--- src/rtl/sobel_ctrl_pkg.sv ---
// Shared types and default widths for the Sobel command sequencer.
package sobel_ctrl_pkg;

  localparam int unsigned LP_FRAME_CNT_W    = 16;
  localparam int unsigned LP_TIMEOUT_W      = 24;
  localparam int unsigned LP_TIMEOUT_CYCLES = 10_000_000;

  typedef enum logic [2:0] {
    IDLE,
    START,
    RUN,
    DONE,
    FAULT
  } seq_state_t;

endpackage

--- src/rtl/sobel_watchdog.sv ---
// Saturating run-time watchdog for the Sobel sequencer.
// Exists only when SOBEL_CMD_TIMEOUT_EN is defined.
`ifdef SOBEL_CMD_TIMEOUT_EN
module sobel_watchdog #(
  parameter int unsigned TIMEOUT_W      = 24,
  parameter int unsigned TIMEOUT_CYCLES = 10_000_000
) (
  input  logic clk,
  input  logic reset,
  input  logic i_clr,
  input  logic i_en,
  output logic o_expire
);

  localparam logic [TIMEOUT_W-1:0] LP_LAST = TIMEOUT_W'(TIMEOUT_CYCLES - 1);

  logic [TIMEOUT_W-1:0] r_count;

  // Holds at the terminal value so a stalled run can never wrap back to zero.
  always_ff @(posedge clk) begin
    if (reset || i_clr) begin
      r_count <= '0;
    end else if (i_en && (r_count != LP_LAST)) begin
      r_count <= r_count + TIMEOUT_W'(1);
    end
  end

  assign o_expire = (r_count == LP_LAST);

endmodule
`endif

--- src/rtl/sobel_cmd_sequencer.sv ---
// PIO command to Sobel engine sequencer with four-phase status handshake.
// Optional watchdog/FAULT path built when SOBEL_CMD_TIMEOUT_EN is defined.
module sobel_cmd_sequencer
  import sobel_ctrl_pkg::*;
#(
  parameter int unsigned FRAME_CNT_W    = LP_FRAME_CNT_W,
  parameter int unsigned TIMEOUT_W      = LP_TIMEOUT_W,
  parameter int unsigned TIMEOUT_CYCLES = LP_TIMEOUT_CYCLES
) (
  input  logic                   clk,
  input  logic                   reset,
  input  logic                   cmd_in,
  output logic                   status_out,
  output logic                   fault,
  output logic                   eng_start,
  input  logic                   eng_done,
  output logic [FRAME_CNT_W-1:0] frame_count
);

  // state | meaning
  // IDLE  | waiting for an armed command
  // START | engine start pulse is on the wire
  // RUN   | waiting for engine done (or watchdog)
  // DONE  | frame finished, status high until cmd drops
  // FAULT | watchdog expired, status high until cmd drops

  if (TIMEOUT_CYCLES < 2 || ((64'(TIMEOUT_CYCLES) - 64'd1) >> TIMEOUT_W) != 64'd0) begin : g_bad_timeout_cfg
    $error("sobel_cmd_sequencer: TIMEOUT_CYCLES must be >= 2 and fit in TIMEOUT_W bits");
  end

  seq_state_t             r_state, w_state_nxt;
  logic                   r_cmd, r_done;
  logic                   r_armed, w_armed_nxt;
  logic                   r_status, w_status_nxt;
  logic                   r_eng_start, w_eng_start_nxt;
  logic [FRAME_CNT_W-1:0] r_frame_count, w_frame_count_nxt;

`ifdef SOBEL_CMD_TIMEOUT_EN
  logic r_fault, w_fault_nxt;
  logic w_wd_clr, w_wd_en, w_wd_expire;

  sobel_watchdog #(
    .TIMEOUT_W      (TIMEOUT_W),
    .TIMEOUT_CYCLES (TIMEOUT_CYCLES)
  ) u_watchdog (
    .clk      (clk),
    .reset    (reset),
    .i_clr    (w_wd_clr),
    .i_en     (w_wd_en),
    .o_expire (w_wd_expire)
  );

  assign fault = r_fault;
`else
  assign fault = 1'b0;
`endif

  // r_cmd resets high so a command held through reset is never seen as a fresh edge.
  always_ff @(posedge clk) begin
    if (reset) begin
      r_cmd         <= 1'b1;
      r_done        <= 1'b0;
      r_state       <= IDLE;
      r_armed       <= 1'b0;
      r_status      <= 1'b0;
      r_eng_start   <= 1'b0;
      r_frame_count <= '0;
`ifdef SOBEL_CMD_TIMEOUT_EN
      r_fault       <= 1'b0;
`endif
    end else begin
      r_cmd         <= cmd_in;
      r_done        <= eng_done;
      r_state       <= w_state_nxt;
      r_armed       <= w_armed_nxt;
      r_status      <= w_status_nxt;
      r_eng_start   <= w_eng_start_nxt;
      r_frame_count <= w_frame_count_nxt;
`ifdef SOBEL_CMD_TIMEOUT_EN
      r_fault       <= w_fault_nxt;
`endif
    end
  end

  always_comb begin
    w_state_nxt       = r_state;
    w_armed_nxt       = r_armed;
    w_status_nxt      = r_status;
    w_eng_start_nxt   = 1'b0;
    w_frame_count_nxt = r_frame_count;
`ifdef SOBEL_CMD_TIMEOUT_EN
    w_fault_nxt       = r_fault;
    w_wd_clr          = 1'b0;
    w_wd_en           = 1'b0;
`endif
    case (r_state)
      IDLE: begin
        if (r_armed && r_cmd) begin
          w_state_nxt     = START;
          w_eng_start_nxt = 1'b1;
          w_armed_nxt     = 1'b0;
`ifdef SOBEL_CMD_TIMEOUT_EN
          w_fault_nxt     = 1'b0;
          w_wd_clr        = 1'b1;
`endif
        end else if (!r_cmd) begin
          w_armed_nxt = 1'b1;
        end
      end
      START, RUN: begin
`ifdef SOBEL_CMD_TIMEOUT_EN
        w_wd_en = 1'b1;
`endif
        // Done takes priority over an expiry on the same edge.
        if (r_done) begin
          w_state_nxt       = DONE;
          w_status_nxt      = 1'b1;
          w_frame_count_nxt = r_frame_count + FRAME_CNT_W'(1);
        end else if (r_state == START) begin
          w_state_nxt = RUN;
`ifdef SOBEL_CMD_TIMEOUT_EN
        end else if (w_wd_expire) begin
          w_state_nxt  = FAULT;
          w_status_nxt = 1'b1;
          w_fault_nxt  = 1'b1;
`endif
        end
      end
`ifdef SOBEL_CMD_TIMEOUT_EN
      DONE, FAULT: begin
`else
      DONE: begin
`endif
        if (!r_cmd) begin
          w_state_nxt  = IDLE;
          w_status_nxt = 1'b0;
        end
      end
      default: begin
        w_state_nxt  = IDLE;
        w_status_nxt = 1'b0;
      end
    endcase
  end

  assign status_out  = r_status;
  assign eng_start   = r_eng_start;
  assign frame_count = r_frame_count;

endmodule

--- config.mk ---
export PLATFORM = sky130hd
export DESIGN_NAME = sobel_cmd_sequencer
export DESIGN_NICKNAME = d
export VERILOG_FILES = /design/src/rtl/sobel_ctrl_pkg.sv /design/src/rtl/sobel_watchdog.sv /design/src/rtl/sobel_cmd_sequencer.sv
export SDC_FILE = /design/constraint.sdc
export NUM_CORES = 1
export LEC_CHECK = 0
export CAP_MARGIN = 15
export CELL_PAD_IN_SITES_DETAIL_PLACEMENT = 1
export CELL_PAD_IN_SITES_GLOBAL_PLACEMENT = 2
export CORE_MARGIN = 3
export CORE_UTILIZATION = 29
export CTS_CLUSTER_SIZE = 20
export DETAILED_ROUTE_END_ITERATION = 8
export PLACE_DENSITY = 0.88
export SLEW_MARGIN = 30
export SYNTH_ARGS = -nofsm -noshare
export SYNTH_HDL_FRONTEND = slang
export SYNTH_HIERARCHICAL = 1
export SYNTH_SLANG_ARGS = --single-unit
--- constraint.sdc ---
create_clock -name clk -period 2.1 [get_ports clk]
set_input_delay 0.21 -clock clk [delete_from_list [all_inputs] [get_ports clk]]
set_output_delay 0.21 -clock clk [all_outputs]
set_load 0.05 [all_outputs]
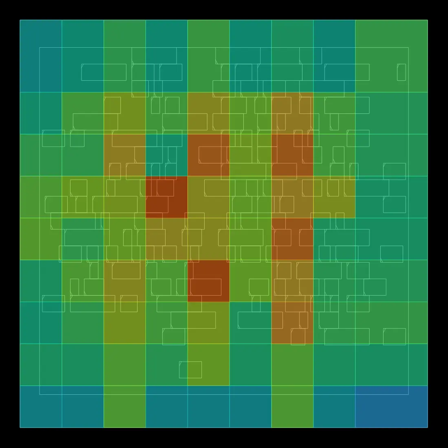
Run 1: routing congestion map
routing usage on met3: 0.02192
grt met1 use: 0.1343

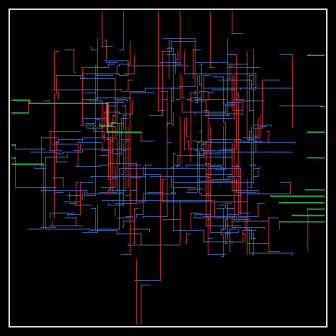
Run 1: metal layers overlaid
blue -> metal 1  # wire length 1100 um
red -> metal 2  # wire length 1240 um
green -> metal 3  # wire length 98.7 um
orange -> metal 4  # wire length 6.10 um

==> deck_impl_summary.md, run 1 <==
Run Summary

Drt
  • Vias after detailed routing: 906
  • Met2 wire length: 1239 um
  • Aggregate routed wire length: 2440 um
  • Via-per-instance ratio: 4.845
  • DRC Markers: 0
  • Wl on met1: 1096 um
  • Highest metal used: met4
  • Routed length per placed instance: 13.05 um
  • Pre-Repair DR Iteration Count: 4
  • Initial DRC Count: 38

Power and ir drop
  • Clock share of power: 0.244
  • PwrDens: 815.3 nW/um^2
  • Comb pwr share: 0.307
  • Int Pwr: 0.7429 mW
  • Leakage power: 0.5114 nW
  • Worst VDD drop: 530.4 uV
  • Switching power total: 0.3762 mW
  • Flop pwr share: 0.449
  • Tot Pwr: 1.119 mW
  • Sw Ratio: 0.3362

Finish
  • NonClk Buf Share: 0.1696
  • Share of cells above drive strength 1: 0.1064
  • MI comb area: 561.8 um^2
  • Area delta synth->final: 26.82%
  • Comb/total area: 0.4093
  • Count of non-CTS inverters in the layout: 4
  • Layout Nets: 150
  • Final Instance Area: 1373 um^2
  • Largest register FFs: 16
  • FF+latch area: 460.4 um^2
  • Area-dominant class: multi-input combinational cells
  • Ant diodes: 0
  • Combinational Gates: 86
  • Final instance count without filler cells: 187
  • Final core occ: 0.3957
  • Most instantiated logic cells after routing: dfxtp_1 (23), clkdlybuf4s50_1 (21), nor2_1 (17)
  • Clock Network Area Fraction: 0.03282
  • Signal buffers: 24
  • Sequential share of cell area: 0.3355
  • Seq Cell Count: 23
  • CLK BUF: 4
  • Most frequent logic cell in the layout: dfxtp_1

Clock tree
  • Number of setup buffers added after CTS: 0
  • Clock-pin slew on the worst setup and hold paths: 0.08 ns
  • CTS root buffer: clkbuf_8
  • CTS max path bufs: 2
  • Clk latency late pin: 0.26 ns
  • Hold_buf cts: 0
  • Cts bufs inserted: 3
  • CTS H-tree depth: 1
  • CTS tree: yes
  • Number of gates resized after CTS: 0

Global routing
  • Overflow after GRT: 0
  • First-pass GRT wire length: 3995 um
  • Initial antenna violation count: 0
  • Busiest grt layer: met2
  • Largest net degree at the start of global routing: 15
  • Vias in the first global route: 912
  • Met2 Use GR: 0.2037
  • All-Layer GR Usage: 0.1141

Synth
  • Synth Area per Inst: 9.095 um^2
  • Number of cells in Yosys stat: 119
  • Yosys aoi share: 0.08324
  • Sequential-to-total area share from yosys stat: 0.4254
  • Synth cell types: 32
  • Floorplan Nets: 127
  • Main area contributors: dfxtp_1 (43%), xor2_1 (8.1%), nor2_1 (5.9%)
  • Synth mux share: 0.03006
  • Mapped Area: 1082 um^2
  • Simple share: 0.2751
  • FFs w/ async S/R, synth: 0
  • Synth Warn #: 6
  • Number of enable flip-flop cells: 0
  • XOR Share, Synth: 0.08092
  • Area share, top type: 0.4254
  • Adder Share, Synth: 0.04624
  • Cell type with the largest total area: dfxtp_1
  • Comb area leader: simple AND/OR/NAND/NOR gates
  • Yosys reg bits: 23
  • YS chip area: 1082 um^2
  • Post-synthesis cell count: 119
  • Main synth FF type: dfxtp_1

Setup path
  • FF-to-FF End: frame_count[14]$_SDFFE_PP0P_
  • Worst setup startpoint: r_state[0]$_SDFFE_PP0P_
  • CP arrival: 2.03 ns
  • Endpoint required time on the critical path: 2.24 ns
  • Crit path to: frame_count[14]$_SDFFE_PP0P_
  • Worst path depth: 6
  • R2r setup slk: 0.21 ns
  • Crit path buffers/inverters: 1
  • CP Launch Type: flop
  • CP delay by family, top: AND-OR/OR-AND gates
  • CP cell instances: inv_1 -> ha_1 -> and4_1 -> nand2_4 -> o41ai_1 -> a21oi_1
  • Start of the worst register-to-register path: r_state[0]$_SDFFE_PP0P_
  • FF-to-FF path depth: 6
  • WS Path Type: flop to flop
  • Critical Path Slowest Stage Cell: ha_1

Worst hold path
  • Worst Min Path Start: frame_count[1]$_SDFFE_PP0P_
  • WHS Path Cells: 2
  • Worst Hold End: frame_count[1]$_SDFFE_PP0P_
  • Hold/Removal Path Class: flop to flop

Final timing
  • Worst setup skew after layout: 0.002713 ns
  • Setup ws final: 0.2082 ns
  • RSZ-0062 raised after global routing: false
  • Cycle use final: 0.9009
  • Final Hold Fails: 0
  • Worst slew margin: 0.6599
  • Tightest Pin Transition: 0.5085 ns
  • Final setup fails: 0
  • Final Max Tran Viols: 0
  • TNS Setup: 0 ns
  • Peak Freq: 0.5286 GHz
  • Final min period: 1.892 ns
  • Hold WS: 0.4949 ns

Placed design
  • Placed inst area: 1328 um^2
  • Dpl cells: 183
  • Placer Congestion: 0.7695
  • IO buf count: 21
  • Detailed placer's ending HPWL: 1846 um
  • Pre-CTS setup slack: 0.2010 ns

Die
  • I/O pin count: 23
  • Die height: 67.09 um
  • Die Size: 4501 um^2
  • Die x size: 67.09 um
  • Tap Count: 46
  • Fp util: 0.3120
  • Core Rows: 21

Status
  • Outcome: finished, final reports clean

Flow run
  • Tool Warnings: 28
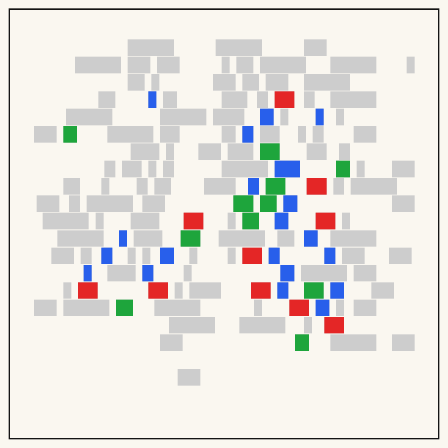
Run 1: selected gate families
green -> and/or cells  # cells 11
blue -> nand cells  # cells 20
red -> xor and xnor cells  # cells 10

==> run 1: power groups by stage <==
stage          Clock [mW]  Combinational [mW]  Sequential (mW)
5_1_grt             0.298               0.382            0.507
2_1_floorplan           0               0.245            0.539
3_5_place_dp            0               0.343            0.513
6_report            0.273               0.344            0.502
4_1_cts             0.290               0.346            0.502
3_3_place_gp            0               0.324            0.508
==> run 1: cells in the mapped netlist, drive strengths merged (2+ instances only) <==
cell type	number
a21oi	7
dfxtp	23
xor2	10
nand2	5
nor3b	2
and2	3
nor2b	2
a211oi	2
nor3	2
mux2	2
nand4	8
clkbuf	2
inv	4
buf	4
and4	3
ha	4
a221oi	2
nor2	17
nand3	7
==> run 1: tightest hold or removal path: cells and delay by family (launching register included) <==
kind | cells | cell delay, ns
compound gates | 1 | 0.05
flops | 1 | 0.34
simple gates | 1 | 0.06
==> inputs of run 2 (changes only) <==
- CAP_MARGIN: 15 -> 20
- SKIP_LAST_GASP: default -> 1
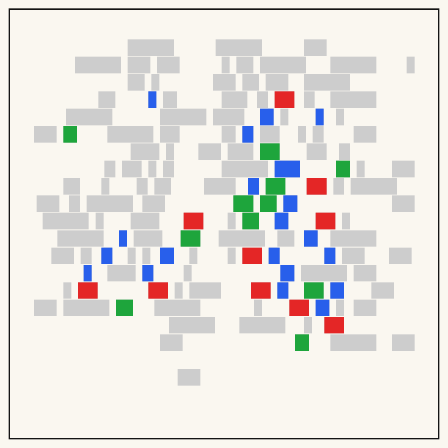
Run 2: selected gate families
red -> xor and xnor cells  # cells 10
green -> and/or cells  # cells 11
blue -> nand cells  # cells 20
final instance count without filler cells: 187
Comb/total area: 0.4093
most frequent logic cell in the layout: dfxtp_1

==> run 2 against run 1 <==
Sequential power hardly changed. Critical endpoint unchanged. Largest cell class unchanged. Clock skew stayed put. Via count stayed put. Register-to-register slack hardly changed. First-iteration DRC count stayed put.
==> deck_impl_summary.md, run 2 <==
Run Summary

Setup path
  • Worst path depth: 6
  • CP delay by family, top: AND-OR/OR-AND gates
  • WS Path Type: flop to flop
  • CP Launch Type: flop
  • Crit path to: frame_count[14]$_SDFFE_PP0P_
  • Worst setup startpoint: r_state[0]$_SDFFE_PP0P_
  • Crit path buffers/inverters: 1
  • Start of the worst register-to-register path: r_state[0]$_SDFFE_PP0P_

Synth
  • Synth cell types: 32
  • Yosys reg bits: 23
  • Main synth FF type: dfxtp_1
  • XOR Share, Synth: 0.08092
  • Adder Share, Synth: 0.04624
  • FFs w/ async S/R, synth: 0
  • Floorplan Nets: 127
  • YS chip area: 1082 um^2
  • Mapped Area: 1082 um^2
  • Count leader, synth: dfxtp_1
  • Post-synthesis cell count: 119
  • Simple share: 0.2751
  • Synth top cells by count: dfxtp_1 (23), nor2_1 (17), xor2_1 (10), nand4_1 (8)
  • Number of enable flip-flop cells: 0

Finish
  • Most instantiated logic cells after routing: dfxtp_1 (23), clkdlybuf4s50_1 (21), nor2_1 (17)
  • Share of cells above drive strength 1: 0.1064
  • Layout Nets: 150

Final timing
  • TNS Setup: 0 ns
  • Peak Freq: 0.5286 GHz
  • Final setup fails: 0
  • Final min period: 1.892 ns
  • Tightest Pin Transition: 0.5085 ns
  • Setup ws final: 0.2082 ns
  • RSZ-0062 raised after global routing: false
  • Worst slew margin: 0.6599
  • Worst setup skew after layout: 0.002713 ns
  • Final Max Tran Viols: 0
  • Hold WS: 0.4949 ns

Die
  • Core Rows: 21
  • Die height: 67.09 um
  • Die x size: 67.09 um
  • Die Size: 4501 um^2
  • Fp util: 0.3120

Drt
  • Via-per-instance ratio: 4.845
  • Aggregate routed wire length: 2440 um
  • Pre-Repair DR Iteration Count: 4

Power and ir drop
  • Flop pwr share: 0.449
  • Worst VDD drop: 530.4 uV
  • Seq group: 0.502 mW
  • Biggest consumer: sequential cells
  • Tot Pwr: 1.119 mW
  • Comb. pwr: 0.344 mW
  • PwrDens: 815.3 nW/um^2
  • Clock share of power: 0.244

Worst hold path
  • Worst Hold End: frame_count[1]$_SDFFE_PP0P_
  • Hold/Removal Path Class: flop to flop
  • WHS Path Cells: 2

Clock tree
  • CTS root buffer: clkbuf_8
  • Number of setup buffers added after CTS: 0
  • Cts bufs inserted: 3
  • Number of gates resized after CTS: 0
  • Clock-pin slew on the worst setup and hold paths: 0.08 ns
  • Hold_buf cts: 0
  • CTS tree: yes

Global routing
  • Initial antenna violation count: 0
  • First-pass GRT wire length: 3995 um
  • All-Layer GR Usage: 0.1141
  • Met2 Use GR: 0.2037
  • Largest net degree at the start of global routing: 15
  • Routing usage on met3: 0.02192
  • Overflow after GRT: 0

Placed design
  • IO buf count: 21
  • Dpl cells: 183

Status
  • Outcome: finished, final reports clean

Flow run
  • Tool Warnings: 28
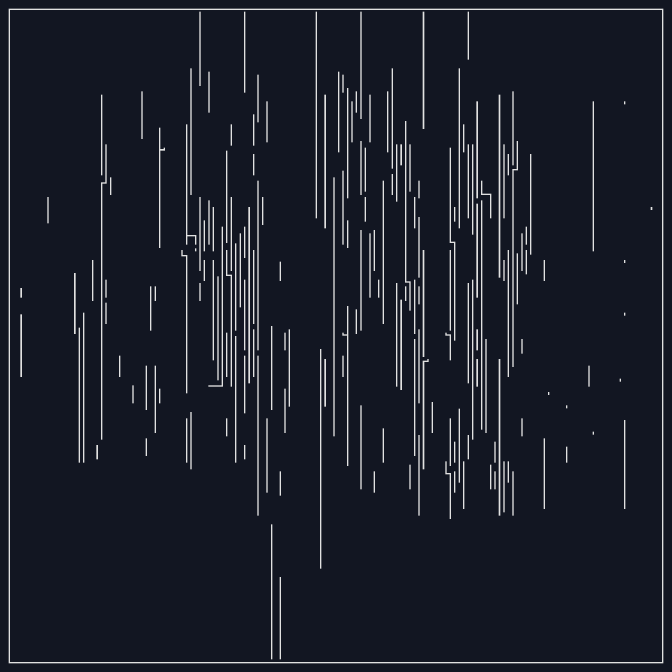
Run 2: metal 2
wire length on this layer = 1240 um
main direction = vertical
share of all routed wire = 51%
nets with wire on the layer = 136

## run 2: cell counts in the layout (fill, tap and decap cells not counted)
Identical to the previous run, type by type.
## run 2: cells by family (layout without fill, tap and decap cells)
logic type | after synthesis | after routing
buf+inv | 10 | 32
simple gates | 54 | 54
mux | 3 | 3
xor+xnor | 10 | 10
compound gates | 14 | 14
fa+ha+maj | 4 | 4
other cells | 1 | 1
flops | 23 | 23
## run 2: layer usage
metal	wire length, um	share of wire	vias up
met4	6	0.0025	0
li1	-	-	456
met3	98	0.040	2
met2	1239	0.51	17
met5	0	0	-
met1	1096	0.45	431
## run 2: area by class of cell
class	count	area, um^2
Clock buffer	4	45.04
Fill cell	420	2096
Inverter	4	15.01
Multi-Input combinational cell	86	561.8
Sequential cell	23	460.4
Tap cell	46	57.56
Timing Repair Buffer	24	232.7
Run 2, routing congestion map:
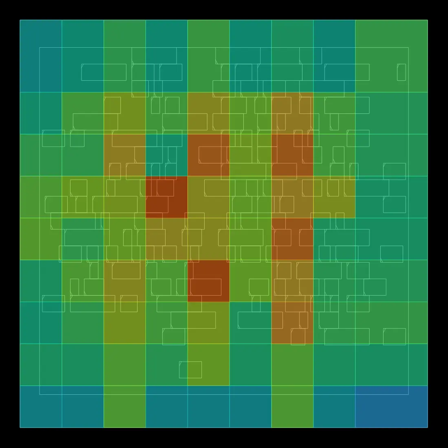

==> inputs of run 3 (changes only) <==
- REMOVE_ABC_BUFFERS: default -> 1
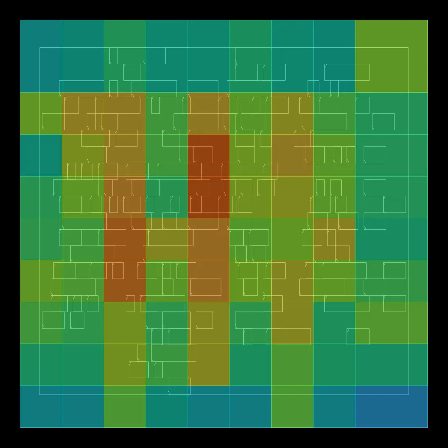
Run 3: routing congestion map
routing usage on met3: 0.02530
routed length per placed instance: 13.70 um
grt met1 use: 0.1657

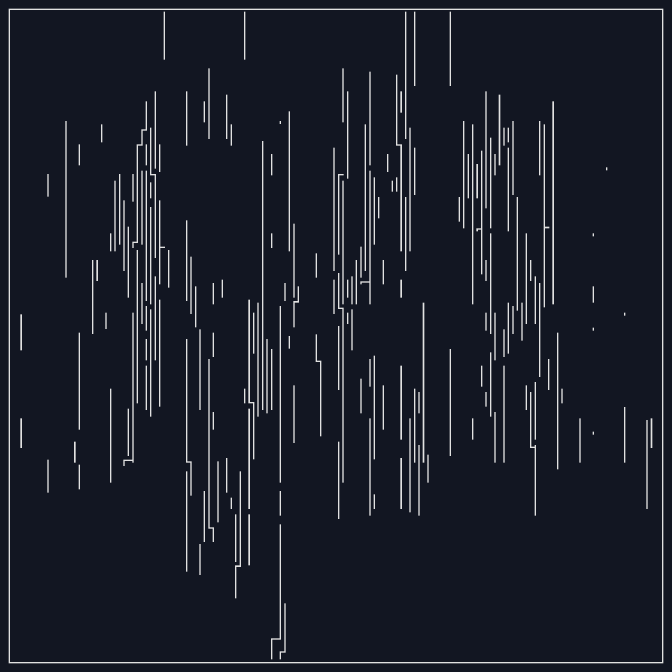
Run 3: metal 2
main direction = vertical
wire length on this layer = 1240 um
vias after detailed routing: 920
aggregate routed wire length: 2549 um
met2 Use GR: 0.2196

==> run 3 against run 2 <==
Sequential power hardly changed. Worst setup slack better by 0.044 ns. Count of clock-buffer cells in the layout did not move. Die area is the same. Cell area down 0.55%. First-iteration DRC count rose by 53%. Core utilization is 0.22 points lower. Via count rose by 1.5%. Combinational power rose by 6.1%. Maximum frequency increased by 2.4%. Critical endpoint is now r_state[0]$_SDFFE_PP0P_. Highest routed layer unchanged.
==> deck_impl_summary.md, run 3 <==
Run Summary

Finish
  • Ant diodes: 0
  • MI comb area: 561.8 um^2
  • Most instantiated logic cells after routing: dfxtp_1 (23), clkdlybuf4s50_1 (21), nor2_1 (17)
  • Fillers: 418
  • Share of cells above drive strength 1: 0.1000
  • Area delta synth->final: 26.13%
  • FF+latch area: 460.4 um^2
  • Final core occ: 0.3936
  • Most frequent logic cell in the layout: dfxtp_1
  • Final Instance Area: 1365 um^2
  • Largest register FFs: 16
  • Layout Nets: 149

Clock tree
  • Number of setup buffers added after CTS: 0
  • CTS H-tree depth: 1
  • CTS root buffer: clkbuf_8
  • CTS max path bufs: 2
  • Sink Count: 23
  • Clock-pin slew on the worst setup and hold paths: 0.08 ns
  • Clk latency late pin: 0.26 ns
  • Cts bufs inserted: 3
  • Number of gates resized after CTS: 0
  • CTS tree: yes
  • Hold_buf cts: 0

Setup path
  • Worst setup startpoint: r_state[0]$_SDFFE_PP0P_
  • Endpoint kind of the worst setup timing path: flop
  • FF-to-FF path depth: 7
  • CP arrival: 2.00 ns
  • Start of the worst register-to-register path: r_state[0]$_SDFFE_PP0P_
  • WS Path Type: flop to flop
  • FF-to-FF End: r_state[0]$_SDFFE_PP0P_
  • Crit path to: r_state[0]$_SDFFE_PP0P_
  • R2r setup slk: 0.25 ns
  • Crit path max fanout: 8
  • CP Launch Type: flop
  • Endpoint required time on the critical path: 2.25 ns

Flow run
  • Max cap viols: 0
  • Tool Warnings: 27

Synth
  • XOR Share, Synth: 0.08092
  • Number of cells in Yosys stat: 119
  • Mapped Area: 1082 um^2
  • Main area contributors: dfxtp_1 (43%), xor2_1 (8.1%), nor2_1 (5.9%)
  • Post-synthesis cell count: 119
  • Yosys reg bits: 23
  • Main synth FF type: dfxtp_1
  • Synth Warn #: 6
  • Cell type with the largest total area: dfxtp_1
  • Simple share: 0.2751
  • Synth cell types: 32
  • YS chip area: 1082 um^2
  • Sequential-to-total area share from yosys stat: 0.4254
  • Synth top cells by count: dfxtp_1 (23), nor2_1 (17), xor2_1 (10), nand4_1 (8)
  • Yosys aoi share: 0.08324
  • Count leader, synth: dfxtp_1
  • Number of enable flip-flop cells: 0
  • Comb area leader: simple AND/OR/NAND/NOR gates
  • Synth Area per Inst: 9.095 um^2
  • Adder Share, Synth: 0.04624
  • Area share, top type: 0.4254
  • Synth mux share: 0.03006
  • FFs w/ async S/R, synth: 0

Power and ir drop
  • Clock share of power: 0.239
  • Seq group: 0.502 mW
  • Switching power total: 0.3839 mW
  • Biggest consumer: sequential cells
  • Leakage power: 0.5062 nW
  • Worst VDD drop: 486.0 uV
  • PwrDens: 834.8 nW/um^2
  • Int Pwr: 0.7556 mW
  • Comb pwr share: 0.320
  • Sw Ratio: 0.3369
  • Comb. pwr: 0.365 mW
  • Flop pwr share: 0.440
  • Clk power: 0.273 mW

Final timing
  • Final min period: 1.848 ns
  • Worst setup skew after layout: 0.004684 ns
  • Worst slew margin: 0.6616
  • Final Max Tran Viols: 0
  • RSZ-0062 raised after global routing: false
  • TNS Setup: 0 ns
  • Final Hold Fails: 0
  • Hold WS: 0.5011 ns
  • Tightest Pin Transition: 0.5060 ns
  • Peak Freq: 0.5411 GHz
  • Cycle use final: 0.8801
  • Final setup fails: 0

Global routing
  • Overflow after GRT: 0
  • All-Layer GR Usage: 0.1333
  • Largest net degree at the start of global routing: 25
  • Initial antenna violation count: 0
  • Busiest grt layer: met2
  • First-pass GRT wire length: 4498 um
  • Vias in the first global route: 917

Status
  • Outcome: finished, final reports clean

Drt
  • Antenna Violating Nets Remaining: 0
  • Met2 wire length: 1240 um
  • DRC Markers: 0
  • Via-per-instance ratio: 4.946
  • Wl on met1: 1164 um
  • Detailed route wirelength on metal3: 104 um
  • Pre-Repair DR Iteration Count: 4
  • Initial DRC Count: 58
  • Highest metal used: met4

Placed design
  • IO buf count: 21
  • Detailed placer's ending HPWL: 1946 um
  • Placer Congestion: 0.8319
  • Placed inst area: 1320 um^2

Die
  • Fp util: 0.3120
  • Die x size: 67.09 um
  • Die height: 67.09 um
  • I/O pin count: 23
  • Die Size: 4501 um^2
  • Core Rows: 21
  • Core area: 3468 um^2

Worst hold path
  • Worst Hold End: r_cmd$_SDFF_PP1_
  • Worst Min Path Start: cmd_in
  • WHS Path Cells: 2
  • Hold/Removal Path Class: primary input to flop
## run 3: per-stage QoR
step                setup slack (ns)  std cells  total power [mW]
floorplan                     0.2783        113            0.7600
global placement              0.3378        182            0.8529
detailed placement            0.2445        182            0.8828
CTS                           0.2271        186             1.159
global route                 0.03776        186             1.242
finish                        0.2518        186             1.140
## run 3: area by class of cell
type / count / area share
multi-input cells: 86 / 0.4115
flip-flops and latches: 23 / 0.3373
repair buffers: 23 / 0.1650
well taps: 46 / 0.04216
clock buffers: 4 / 0.03300
inverters: 4 / 0.01100
## run 3: worst max-delay path, cell delays in order (launching register included)
cell and delay, ns:
dfxtp_1 0.40, inv_1 0.06, ha_1 0.30, buf_4 0.17, nor3b_1 0.14, a221oi_1 0.36
mux2i_1 0.25, nor2_1 0.06
Power is estimated from default activity; no workload was simulated.
